$ cat src/rtl/keypad_scan_ctrl.sv
// Matrix keypad scanner: drives one column low at a time, samples the
// active-low rows after a settle delay, debounces whole-frame results and
// hands each new single-key press to the consumer over valid/ready.
`timescale 1ns/1ps
module keypad_scan_ctrl #(
    parameter int NROWS        = 4,
    parameter int NCOLS        = 4,
    parameter int COL_TICKS    = 100000,
    parameter int SETTLE_TICKS = 8,
    parameter int DEBOUNCE     = 4,
    parameter int KW           = $clog2(NROWS*NCOLS)
) (
    input  logic             clk,
    input  logic             rst_n,
    input  logic [NROWS-1:0] row,
    output logic [NCOLS-1:0] col,
    output logic [KW-1:0]    key_code,
    output logic             key_valid,
    input  logic             key_ready,
    output logic             key_pressed,
    output logic             multi_key,
    output logic             overflow
);

    localparam int TW = $clog2(COL_TICKS);
    localparam int CW = $clog2(NCOLS);
    localparam logic [TW-1:0] SETTLE_T = TW'(SETTLE_TICKS);
    localparam logic [TW-1:0] LAST_T   = TW'(COL_TICKS-1);
    localparam logic [CW-1:0] LAST_C   = CW'(NCOLS-1);
    localparam logic [3:0]    DB_MAX   = 4'(DEBOUNCE);

    // Frame result / debounced state kinds; idx is forced to 0 unless KEY so
    // that a plain {kind, idx} compare tells states apart.
    typedef enum logic [1:0] {S_NONE = 2'd0, S_KEY = 2'd1, S_MULTI = 2'd2} kind_e;

    logic          started;
    logic [TW-1:0] tick;
    logic [CW-1:0] cidx;
    logic          col_last, sample, frame_end;

    logic [1:0]    fcnt, s_cnt;
    logic [KW-1:0] fidx, s_idx;

    kind_e         res_kind, prev_kind, st_kind;
    logic [KW-1:0] res_idx, prev_idx, st_idx;
    logic [3:0]    db_cnt, db_next;
    logic          change;

    logic          suppress;
    logic          ev;
    logic [KW-1:0] ev_code;

    assign col_last  = (cidx == LAST_C);
    assign sample    = started && (tick == SETTLE_T);
    assign frame_end = started && (tick == LAST_T) && col_last;

    // Columns stay released during the first cycle out of reset, then one-cold.
    assign col = started ? ~(NCOLS'(1) << cidx) : '1;

    // Column dwell counter and column index; frames run back to back.
    always_ff @(posedge clk or negedge rst_n) begin
        if (!rst_n) begin
            started <= 1'b0;
            tick    <= '0;
            cidx    <= '0;
        end else if (!started) begin
            started <= 1'b1;
        end else if (tick == LAST_T) begin
            tick <= '0;
            cidx <= col_last ? '0 : cidx + 1'b1;
        end else begin
            tick <= tick + 1'b1;
        end
    end

    // Fold the sampled rows into the frame accumulator: saturating count,
    // index of the first press seen in scan order.
    always_comb begin
        s_cnt = fcnt;
        s_idx = fidx;
        for (int i = 0; i < NROWS; i++) begin
            if (!row[i]) begin
                if (s_cnt == 2'd0) s_idx = KW'(i*NCOLS) + KW'(cidx);
                if (s_cnt != 2'd2) s_cnt = s_cnt + 2'd1;
            end
        end
    end

    // Frame accumulators: load at the settle tick, clear at frame end.
    always_ff @(posedge clk or negedge rst_n) begin
        if (!rst_n) begin
            fcnt <= '0;
            fidx <= '0;
        end else if (frame_end) begin
            fcnt <= '0;
            fidx <= '0;
        end else if (sample) begin
            fcnt <= s_cnt;
            fidx <= s_idx;
        end
    end

    // Frame result and debounce decision.
    always_comb begin
        res_kind = S_NONE;
        res_idx  = '0;
        if (fcnt == 2'd1) begin
            res_kind = S_KEY;
            res_idx  = fidx;
        end else if (fcnt == 2'd2) begin
            res_kind = S_MULTI;
        end
        if ((res_kind == prev_kind) && (res_idx == prev_idx))
            db_next = (db_cnt == DB_MAX) ? db_cnt : db_cnt + 4'd1;
        else
            db_next = 4'd1;
        change = (db_next == DB_MAX) &&
                 !((res_kind == st_kind) && (res_idx == st_idx));
    end

    // Debounce history, stable state and the level flags; raises an internal
    // event for a newly accepted key unless a multi-press is still suppressing.
    always_ff @(posedge clk or negedge rst_n) begin
        if (!rst_n) begin
            prev_kind   <= S_NONE;
            prev_idx    <= '0;
            db_cnt      <= '0;
            st_kind     <= S_NONE;
            st_idx      <= '0;
            key_pressed <= 1'b0;
            multi_key   <= 1'b0;
            suppress    <= 1'b0;
            ev          <= 1'b0;
            ev_code     <= '0;
        end else begin
            ev <= 1'b0;
            if (frame_end) begin
                prev_kind <= res_kind;
                prev_idx  <= res_idx;
                db_cnt    <= db_next;
                if (change) begin
                    st_kind <= res_kind;
                    st_idx  <= res_idx;
                    case (res_kind)
                        S_NONE: begin
                            key_pressed <= 1'b0;
                            multi_key   <= 1'b0;
                            suppress    <= 1'b0;
                        end
                        S_MULTI: begin
                            key_pressed <= 1'b0;
                            multi_key   <= 1'b1;
                            suppress    <= 1'b1;
                        end
                        default: begin
                            key_pressed <= 1'b1;
                            multi_key   <= 1'b0;
                            if (!suppress) begin
                                ev      <= 1'b1;
                                ev_code <= res_idx;
                            end
                        end
                    endcase
                end
            end
        end
    end

    // Event hand-off: load when free or being drained, otherwise drop and flag.
    always_ff @(posedge clk or negedge rst_n) begin
        if (!rst_n) begin
            key_code  <= '0;
            key_valid <= 1'b0;
            overflow  <= 1'b0;
        end else begin
            overflow <= 1'b0;
            if (ev) begin
                if (!key_valid || key_ready) begin
                    key_code  <= ev_code;
                    key_valid <= 1'b1;
                end else begin
                    overflow <= 1'b1;
                end
            end else if (key_valid && key_ready) begin
                key_valid <= 1'b0;
            end
        end
    end

endmodule

$ cat config.mk
export PLATFORM = sky130hd
export DESIGN_NAME = keypad_scan_ctrl
export DESIGN_NICKNAME = d
export VERILOG_FILES = /design/src/rtl/keypad_scan_ctrl.sv
export SDC_FILE = /design/constraint.sdc
export NUM_CORES = 1
export LEC_CHECK = 0
export CAP_MARGIN = 40
export CORE_MARGIN = 2
export CORE_UTILIZATION = 46
export CTS_CLUSTER_DIAMETER = 40
export DETAILED_ROUTE_END_ITERATION = 10
export DONT_BUFFER_PORTS = 1
export REMOVE_ABC_BUFFERS = 1
export SYNTH_ARGS = -nofsm -noshare
export SYNTH_HDL_FRONTEND = slang
export SYNTH_SLANG_ARGS = --single-unit
export TNS_END_PERCENT = 10
$ cat constraint.sdc
create_clock -name clk -period 2.7 [get_ports clk]
set_input_delay 0.54 -clock clk [delete_from_list [all_inputs] [get_ports clk]]
set_output_delay 0.54 -clock clk [all_outputs]
set_load 0.1 [all_outputs]
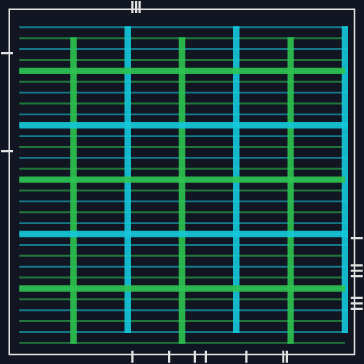
run_1/power_grid.png
Drawn at 4 px/µm. Pins as bars on the die edge.
- green: VSS
- cyan: VDD
- met4 straps: 6
- rows: 29
- met5 straps: 5
Die Ht: 85.9 µm
core area: 6420 µm²
die extent in x: 85.9 µm

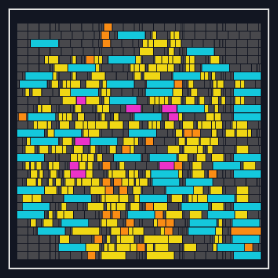
run_1/placement_by_type.png
Drawn at 3 px/µm. Fill, decap, tap and diode cells in gray.
- cyan: flops (cells 55; share of their area 40%)
- magenta: clock drivers and dummy loads (cells 8; share of their area 2.8%)
- orange: other buffers and delay cells (cells 31; share of their area 7.3%)
- yellow: combinational and other logic (cells 247; share of their area 50%)
# rows: 29
design area: 3550 µm²
Finished Core Util: 0.553

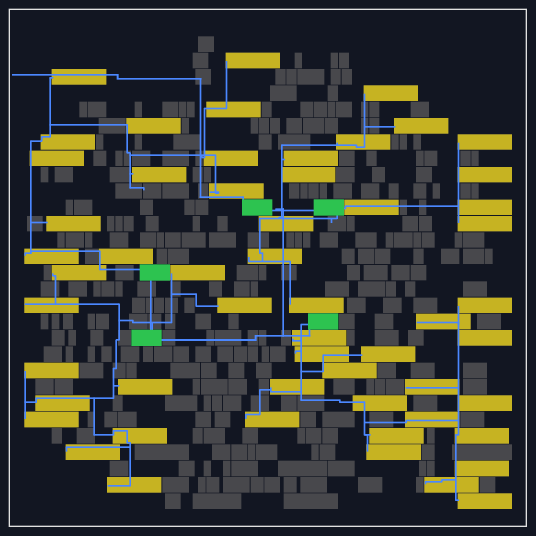
run_1/clk_routes.png
Drawn at 6 px/µm.
- blue: clock wires (length 651 µm)
- green: clock drivers (count 5)
- yellow: flip-flops (count 55)
- routed clock nets: 6
- flops lie: spread over the die
Clk pwr share: 0.186
clock latency on the worst-skew pair: 0.31 ns

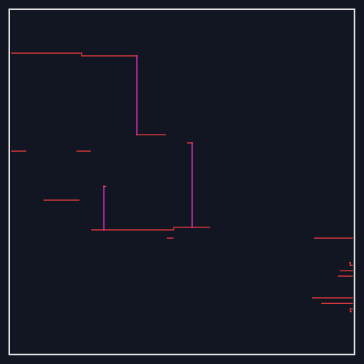
run_1/wires.png
Drawn at 4 px/µm. Only two layers are drawn.
- red: metal 3 (wire length 123 µm)
- magenta: metal 4 (wire length 51.7 µm)
DR WL/cell: 14.6 µm
final wirelength: 6110 µm
overall global routing resource usage: 0.179
Vias: 2299

run 1: logic make-up after synthesis:
logic type	count (synthesis)
compound gates	39
xor+xnor	23
fa+ha+maj	19
buf+inv	27
flops	55
mux	24
other cells	1
simple gates	125
run 1: sequential cells by signal (all words and copies together), names as in the netlist:
signal and cells:
tick 17, ev_code 4, st_kind 1, key_code 4, multi_key 1, st_idx 4
prev_kind 2, ev 1, fidx 4, suppress 1, cidx 2, fcnt 2
overflow 1, started 1, db_cnt 4, key_valid 1, key_pressed 1, prev_idx 4
run 1: where the power goes:
| group | switching (mW) | internal (mW) |
|---|---|---|
| Sequential | 0.0931 | 0.898 |
| Clock | 0.292 | 0.192 |
| Combinational | 0.535 | 0.594 |
| Total | 0.920 | 1.68 |
==> impl_metrics.json, run 1 <==
{
  "status": "finished with violations",
  "violations": "negative setup slack",
  "clock_area_frac": 0.0268,
  "wl_met2_um": 3150,
  "synthCells": 313,
  "top_usage_layer": "met2",
  "vdd_drop_max_mv": 0.389,
  "io_buffers": 0,
  "cp-endpoint": "fcnt[1]",
  "comb_share": 0.471,
  "clk_pin_slew_ns": 0.10,
  "grt_antenna_before_repair": 0,
  "ys_top_cells_by_count": "dfrtp_1, nand2_1, nor2_1",
  "critical_path_depth": 17,
  "wl_met3_um": 123,
  "drive_gt1_frac": 0.188,
  "cts_tree": "done",
  "worst_pin_slew_ns": 0.906,
  "min_path_type": "input port to asynchronous set/reset pin",
  "async_flop_share": 1.00,
  "cp_slowest_cell": "dfrtp_1",
  "warning_count": 39,
  "slew_headroom": 0.396,
  "crit_buf_inv": 6,
  "buf_share": 0.0712,
  "die_area_um2": 7380,
  "gr-usage-met3": 0.0327,
  "grt_start_max_net_pins": 56,
  "numSequentialCells": 55,
  "rsz0062_at_grt": "true",
  "seqCellArea_um2": 1380,
  "startpoint": "fcnt[1]",
  "fillers": 580,
  "worst_slack_ns": -0.158,
  "most_common_cell": "dfrtp_1",
  "edf_count": 0,
  "drt-met1-wl_um": 2790,
  "cts_setup_buffers": 4,
  "root_buffer": "clkbuf_8",
  "cp-start-kind": "flop",
  "met2_usage": 0.322,
  "crit_chain": "inv_2 -> ha_4 -> mux2i_4 -> ha_1 -> nor2_1 -> a21oi_2 -> inv_2 -> ha_4 -> mux2i_4 -> buf_4 -> buf_4 -> buf_4 -> buf_4 -> ha_1 -> nor2_1 -> a21oi_1 -> a22o_1",
  "worstSetupPathType": "flop to flop",
  "synth-main-ff-cell": "dfrtp_1",
  "logic_area_um2": 1670,
  "timing.rr.end": "fcnt[1]",
  "finalMaxSlewViolations": 0,
  "sh_seq_area": 0.387,
  "boundaryPins": 19,
  "layout_top_cell": "dfrtp_1",
  "postRouteAntennaNets": 0,
  "grt_pass1_wl_um": 10700,
  "fp_util": 0.481,
  "dominant-cell-class": "combinational gates",
  "numCtsBuffers": 5,
  "drc": 0,
  "synth.logic.top_family": "simple AND/OR/NAND/NOR gates",
  "nets": 366,
  "synth-seq-cells": 55,
  "adder_share": 0.0770,
  "synthAoiAreaFrac": 0.0810,
  "tns_ns": -0.381,
  "synth_seq_share": 0.446,
  "reg2reg_depth": 17,
  "path_common_cell": "buf_4",
  "crit_path_end_kind": "flop",
  "reg2reg_from": "fcnt[1]",
  "mux_share": 0.0827,
  "fin_skew_ns": 0.00682,
  "cts_resized": 1,
  "via_per_inst": 5.50,
  "pre_cts_ws_ns": -0.182,
  "clock_sinks": 55,
  "crit_required_ns": 2.91,
  "yosysTopAreaCellShare": 0.446,
  "setup_violations": 4,
  "reg2reg_slack_ns": -0.16,
  "syn_to_final_growth_pct": 15.0,
  "yosysChipArea_um2": 3090,
  "synth_area_leader_cell": "dfrtp_1",
  "n_all_inverters": 16,
  "lay_top_cells": "dfrtp_1, nand2_1, buf_4",
  "finalPower_mw": 2.60,
  "logic_gates": 231,
  "fmax_mhz": 350,
  "placed_area_um2": 3320,
  "highest_layer": "met4",
  "simple_gate_area_frac": 0.209,
  "p_leak_nw": 1.64,
  "cap_viol_max_count": 0
}
==> run 1 -> run 2 <==
--- a/config.mk
+++ b/config.mk
@@ -11,6 +11,7 @@
 export CTS_CLUSTER_DIAMETER = 40
 export DETAILED_ROUTE_END_ITERATION = 10
 export DONT_BUFFER_PORTS = 1
+export GPL_ROUTABILITY_DRIVEN = 0
 export REMOVE_ABC_BUFFERS = 1
 export SYNTH_ARGS = -nofsm -noshare
 export SYNTH_HDL_FRONTEND = slang
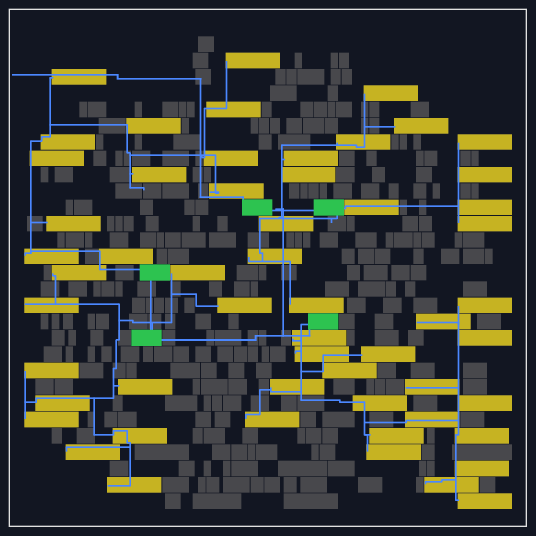
run_2/clk_routes.png
Drawn at 6 px/µm.
- green: clock drivers (count 5)
- blue: clock wires (length 651 µm)
- yellow: flip-flops (count 55)
- routed clock nets: 6
skew final: 0.00682 ns
clock group power: 0.484 mW

==> run 2 against run 1 <==
Compared with the run above: clock-buffer cell count is the same; critical path depth unchanged; critical endpoint unchanged; via count unchanged; global-route usage is the same; the flow still finishes with violations (negative setup slack); power unchanged; combinational power is essentially flat; hold slack is the same; clock skew is the same; design area unchanged; sequential power about the same; non-clock buffer count unchanged; critical path type unchanged.
==> impl_metrics.json, run 2 <==
{
  "status": "finished with violations",
  "violations": "negative setup slack",
  "cap_viol_max_count": 0,
  "tns_ns": -0.381,
  "worstSetupPathType": "flop to flop",
  "worst_pin_slew_ns": 0.906,
  "grt_start_max_net_pins": 56,
  "via_per_inst": 5.50,
  "cp_slowest_cell": "dfrtp_1",
  "mux_share": 0.0827,
  "io_buffers": 0,
  "die_y_um": 85.9,
  "top_register": "tick",
  "path_common_cell": "buf_4",
  "internal-power_mw": 1.68,
  "startpoint": "fcnt[1]",
  "synth-seq-cells": 55,
  "timing.rr.end": "fcnt[1]",
  "edf_count": 0,
  "synth_seq_share": 0.446,
  "synth-main-ff-cell": "dfrtp_1",
  "cp-start-kind": "flop",
  "cp-endpoint": "fcnt[1]",
  "fp_util": 0.481,
  "lay_top_cells": "dfrtp_1, nand2_1, buf_4",
  "pg_seq_mw": 0.991,
  "drtPass1Iterations": 5,
  "clock_sinks": 55,
  "reg2reg_slack_ns": -0.16,
  "numCtsBuffers": 5,
  "min_path_type": "input port to asynchronous set/reset pin",
  "clk_pin_slew_ns": 0.10,
  "power_top_consumer": "combinational logic",
  "pre_cts_ws_ns": -0.182,
  "nets": 366,
  "clkPwrFrac": 0.186,
  "boundaryPins": 19,
  "drive_gt1_frac": 0.188,
  "die_area_um2": 7380,
  "p_leak_nw": 1.64,
  "comb-power_mw": 1.13,
  "crit_buf_inv": 6,
  "wire_per_inst_um": 14.6,
  "worst_slack_ns": -0.158,
  "root_buffer": "clkbuf_8",
  "fmax_mhz": 350,
  "placed_area_um2": 3320,
  "clock_latency_ns": 0.31,
  "slew_headroom": 0.396,
  "synthAoiAreaFrac": 0.0810,
  "drt-met1-wl_um": 2790,
  "postRouteAntennaNets": 0,
  "async_flop_share": 1.00,
  "power_switching_mw": 0.920,
  "die-width_um": 85.9,
  "drc": 0,
  "adder_share": 0.0770,
  "grt_pass1_wl_um": 10700,
  "crit_path_end_kind": "flop",
  "synth_area_leader_cell": "dfrtp_1",
  "most_common_cell": "dfrtp_1",
  "warning_count": 39,
  "crit_required_ns": 2.91,
  "layout_top_cell": "dfrtp_1",
  "wl_met3_um": 123,
  "reg2reg_from": "fcnt[1]",
  "num_rows": 29,
  "grt_usage": 0.179,
  "finalMaxSlewViolations": 0,
  "yosysChipArea_um2": 3090,
  "rsz0062_at_grt": "true",
  "design_area_um2": 3550,
  "p_sw_frac": 0.353,
  "fillers": 580,
  "wl_met2_um": 3150,
  "finalPower_mw": 2.60,
  "simple_gate_area_frac": 0.209,
  "ys_top_cells_by_count": "dfrtp_1, nand2_1, nor2_1",
  "synth.logic.top_family": "simple AND/OR/NAND/NOR gates",
  "wl_um": 6110,
  "seqPwrFrac": 0.381,
  "crit_chain": "inv_2 -> ha_4 -> mux2i_4 -> ha_1 -> nor2_1 -> a21oi_2 -> inv_2 -> ha_4 -> mux2i_4 -> buf_4 -> buf_4 -> buf_4 -> buf_4 -> ha_1 -> nor2_1 -> a21oi_1 -> a22o_1",
  "dr_total_vias": 2299,
  "critical_path_depth": 17,
  "finalHoldViolations": 0,
  "synthCells": 313,
  "reg2reg_depth": 17,
  "setup_violations": 4
}
run 2: layout make-up:
type | count | area [µm²] | share of cell area
clock buffer | 5 | 68.8 | 0.0194
clock inverter | 3 | 26.3 | 0.00740
inverter | 16 | 60.1 | 0.0169
multi-input combinational | 231 | 1670 | 0.471
sequential | 55 | 1380 | 0.387
tap | 77 | 96.3 | 0.0271
timing repair buffer | 31 | 253 | 0.0712
run 2: per-layer routing:
layer | vias up | global-route usage
met4 | 0 | 0.0346
met2 | 19 | 0.322
met5 | - | 0
met3 | 6 | 0.0327
li1 | 1138 | -
met1 | 1136 | 0.225
run 2: repair_timing:
action / in CTS / in global routing
buffers inserted: 4 / 1
hold endpoints to repair: 55 / 0
pin swaps: 0 / 9
endpoints found under the setup margin: 2 / 16
hold buffers: 1 / 0
gates resized: 1 / 15
run_2/placement.png
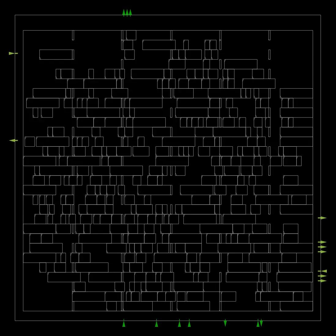

==> run 2 -> run 3 <==
--- a/config.mk
+++ b/config.mk
@@ -13,6 +13,8 @@
 export DONT_BUFFER_PORTS = 1
 export GPL_ROUTABILITY_DRIVEN = 0
 export REMOVE_ABC_BUFFERS = 1
+export SKIP_LAST_GASP = 1
+export SLEW_MARGIN = 40
 export SYNTH_ARGS = -nofsm -noshare
 export SYNTH_HDL_FRONTEND = slang
 export SYNTH_SLANG_ARGS = --single-unit
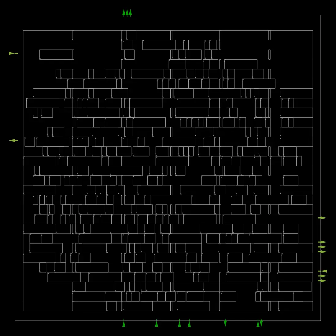
run_3/placement.png
Post-Layout Cell Count: 418
Tapcell Cnt: 77

==> run 3 against run 2 <==
Compared with the run above: the run still ends with negative setup slack left; first-iteration DRC count grew 41%; highest routed layer unchanged; critical path depth is the same; via count grew 0.43%; fmax is essentially flat; die area is the same; design area grew 0.28%; clock skew grew 0.0010 ns; routed wire length grew 0.56%; hold slack gained 0.0013 ns; synthesized cell count is the same; clock power is essentially flat; non-clock buffer count is the same; largest power group unchanged.
==> impl_metrics.json, run 3 <==
{
  "status": "finished with violations",
  "violations": "negative setup slack",
  "numSequentialCells": 55,
  "worst_slack_ns": -0.158,
  "clk_pin_slew_ns": 0.10,
  "mux_share": 0.0827,
  "powerClk_mw": 0.485,
  "num_rows": 29,
  "clkPwrFrac": 0.186,
  "crit_chain": "inv_2 -> ha_4 -> mux2i_4 -> ha_1 -> nor2_1 -> a21oi_2 -> inv_2 -> ha_4 -> mux2i_4 -> buf_4 -> buf_4 -> buf_4 -> buf_4 -> ha_1 -> nor2_1 -> a21oi_1 -> a22o_1",
  "finalHoldViolations": 0,
  "fin_skew_ns": 0.00785,
  "via_per_inst": 5.52,
  "top_register": "tick",
  "fmax_mhz": 350,
  "fp_util": 0.481,
  "worstSetupPathType": "flop to flop",
  "synthCells": 313,
  "lay_top_cells": "dfrtp_1, nand2_1, buf_4",
  "root_buffer": "clkbuf_8",
  "path_common_cell": "buf_4",
  "fillers": 579,
  "comb_share": 0.470,
  "tns_ns": -0.402,
  "clock_latency_ns": 0.31,
  "cts_hold_buf": 1,
  "power_top_consumer": "combinational logic",
  "clock_area_frac": 0.0267,
  "seqCellArea_um2": 1380,
  "design_area_um2": 3560,
  "cp-start-kind": "flop",
  "yosysChipArea_um2": 3090,
  "setup_violations": 4,
  "cap_viol_max_count": 0,
  "layout_top_cell": "dfrtp_1",
  "p_leak_nw": 1.63,
  "drtPass1Iterations": 4,
  "die_y_um": 85.9,
  "sh_seq_area": 0.388,
  "clock_sinks": 55,
  "synth_seq_share": 0.446,
  "wl_um": 6150,
  "logic_area_um2": 1680,
  "synth-seq-cells": 55,
  "most_common_cell": "dfrtp_1",
  "drc": 0,
  "n_all_inverters": 16,
  "p_sw_frac": 0.354,
  "io_buffers": 0,
  "finalMaxSlewViolations": 0,
  "nets": 366,
  "nClkBuffers": 5,
  "die-width_um": 85.9,
  "cts_resized": 1,
  "grt_usage": 0.179,
  "dr_total_vias": 2309,
  "postRouteAntennaNets": 0,
  "power_switching_mw": 0.922,
  "crit_buf_inv": 6,
  "wire_per_inst_um": 14.7,
  "slew_headroom": 0.426,
  "nonClockBufferCount": 31,
  "logic_gates": 231,
  "synth.logic.top_family": "simple AND/OR/NAND/NOR gates",
  "grt_start_max_net_pins": 56,
  "ys_top_cells_by_count": "dfrtp_1, nand2_1, nor2_1"
}
run 3: cell counts after synthesis:
Identical to the previous run, type by type.
run 3: metal layers:
layer,vias to the layer above,wire length [µm],global-route usage,part of all wire
li1,1138,-,-,-
met1,1145,2810,0.225,0.46
met2,22,3180,0.322,0.52
met3,4,125,0.0327,0.020
met4,0,30,0.0346,0.0049
met5,-,0,0,0
run 3: final timing paths:
| check | start | endpoint | cells past startpoint |
|---|---|---|---|
| worst max-delay path | fcnt[1] | fcnt[1] | 17 |
| worst min-delay path | rst_n | key_valid | 1 |
| worst max register to register | fcnt[1] | fcnt[1] | 17 |
| worst min register to register | ev | key_valid | 2 |
| max in group asynchronous | rst_n | st_idx[1] | 1 |
| min in group clk | key_ready | overflow | 2 |
Power and IR drop assume default switching activity.
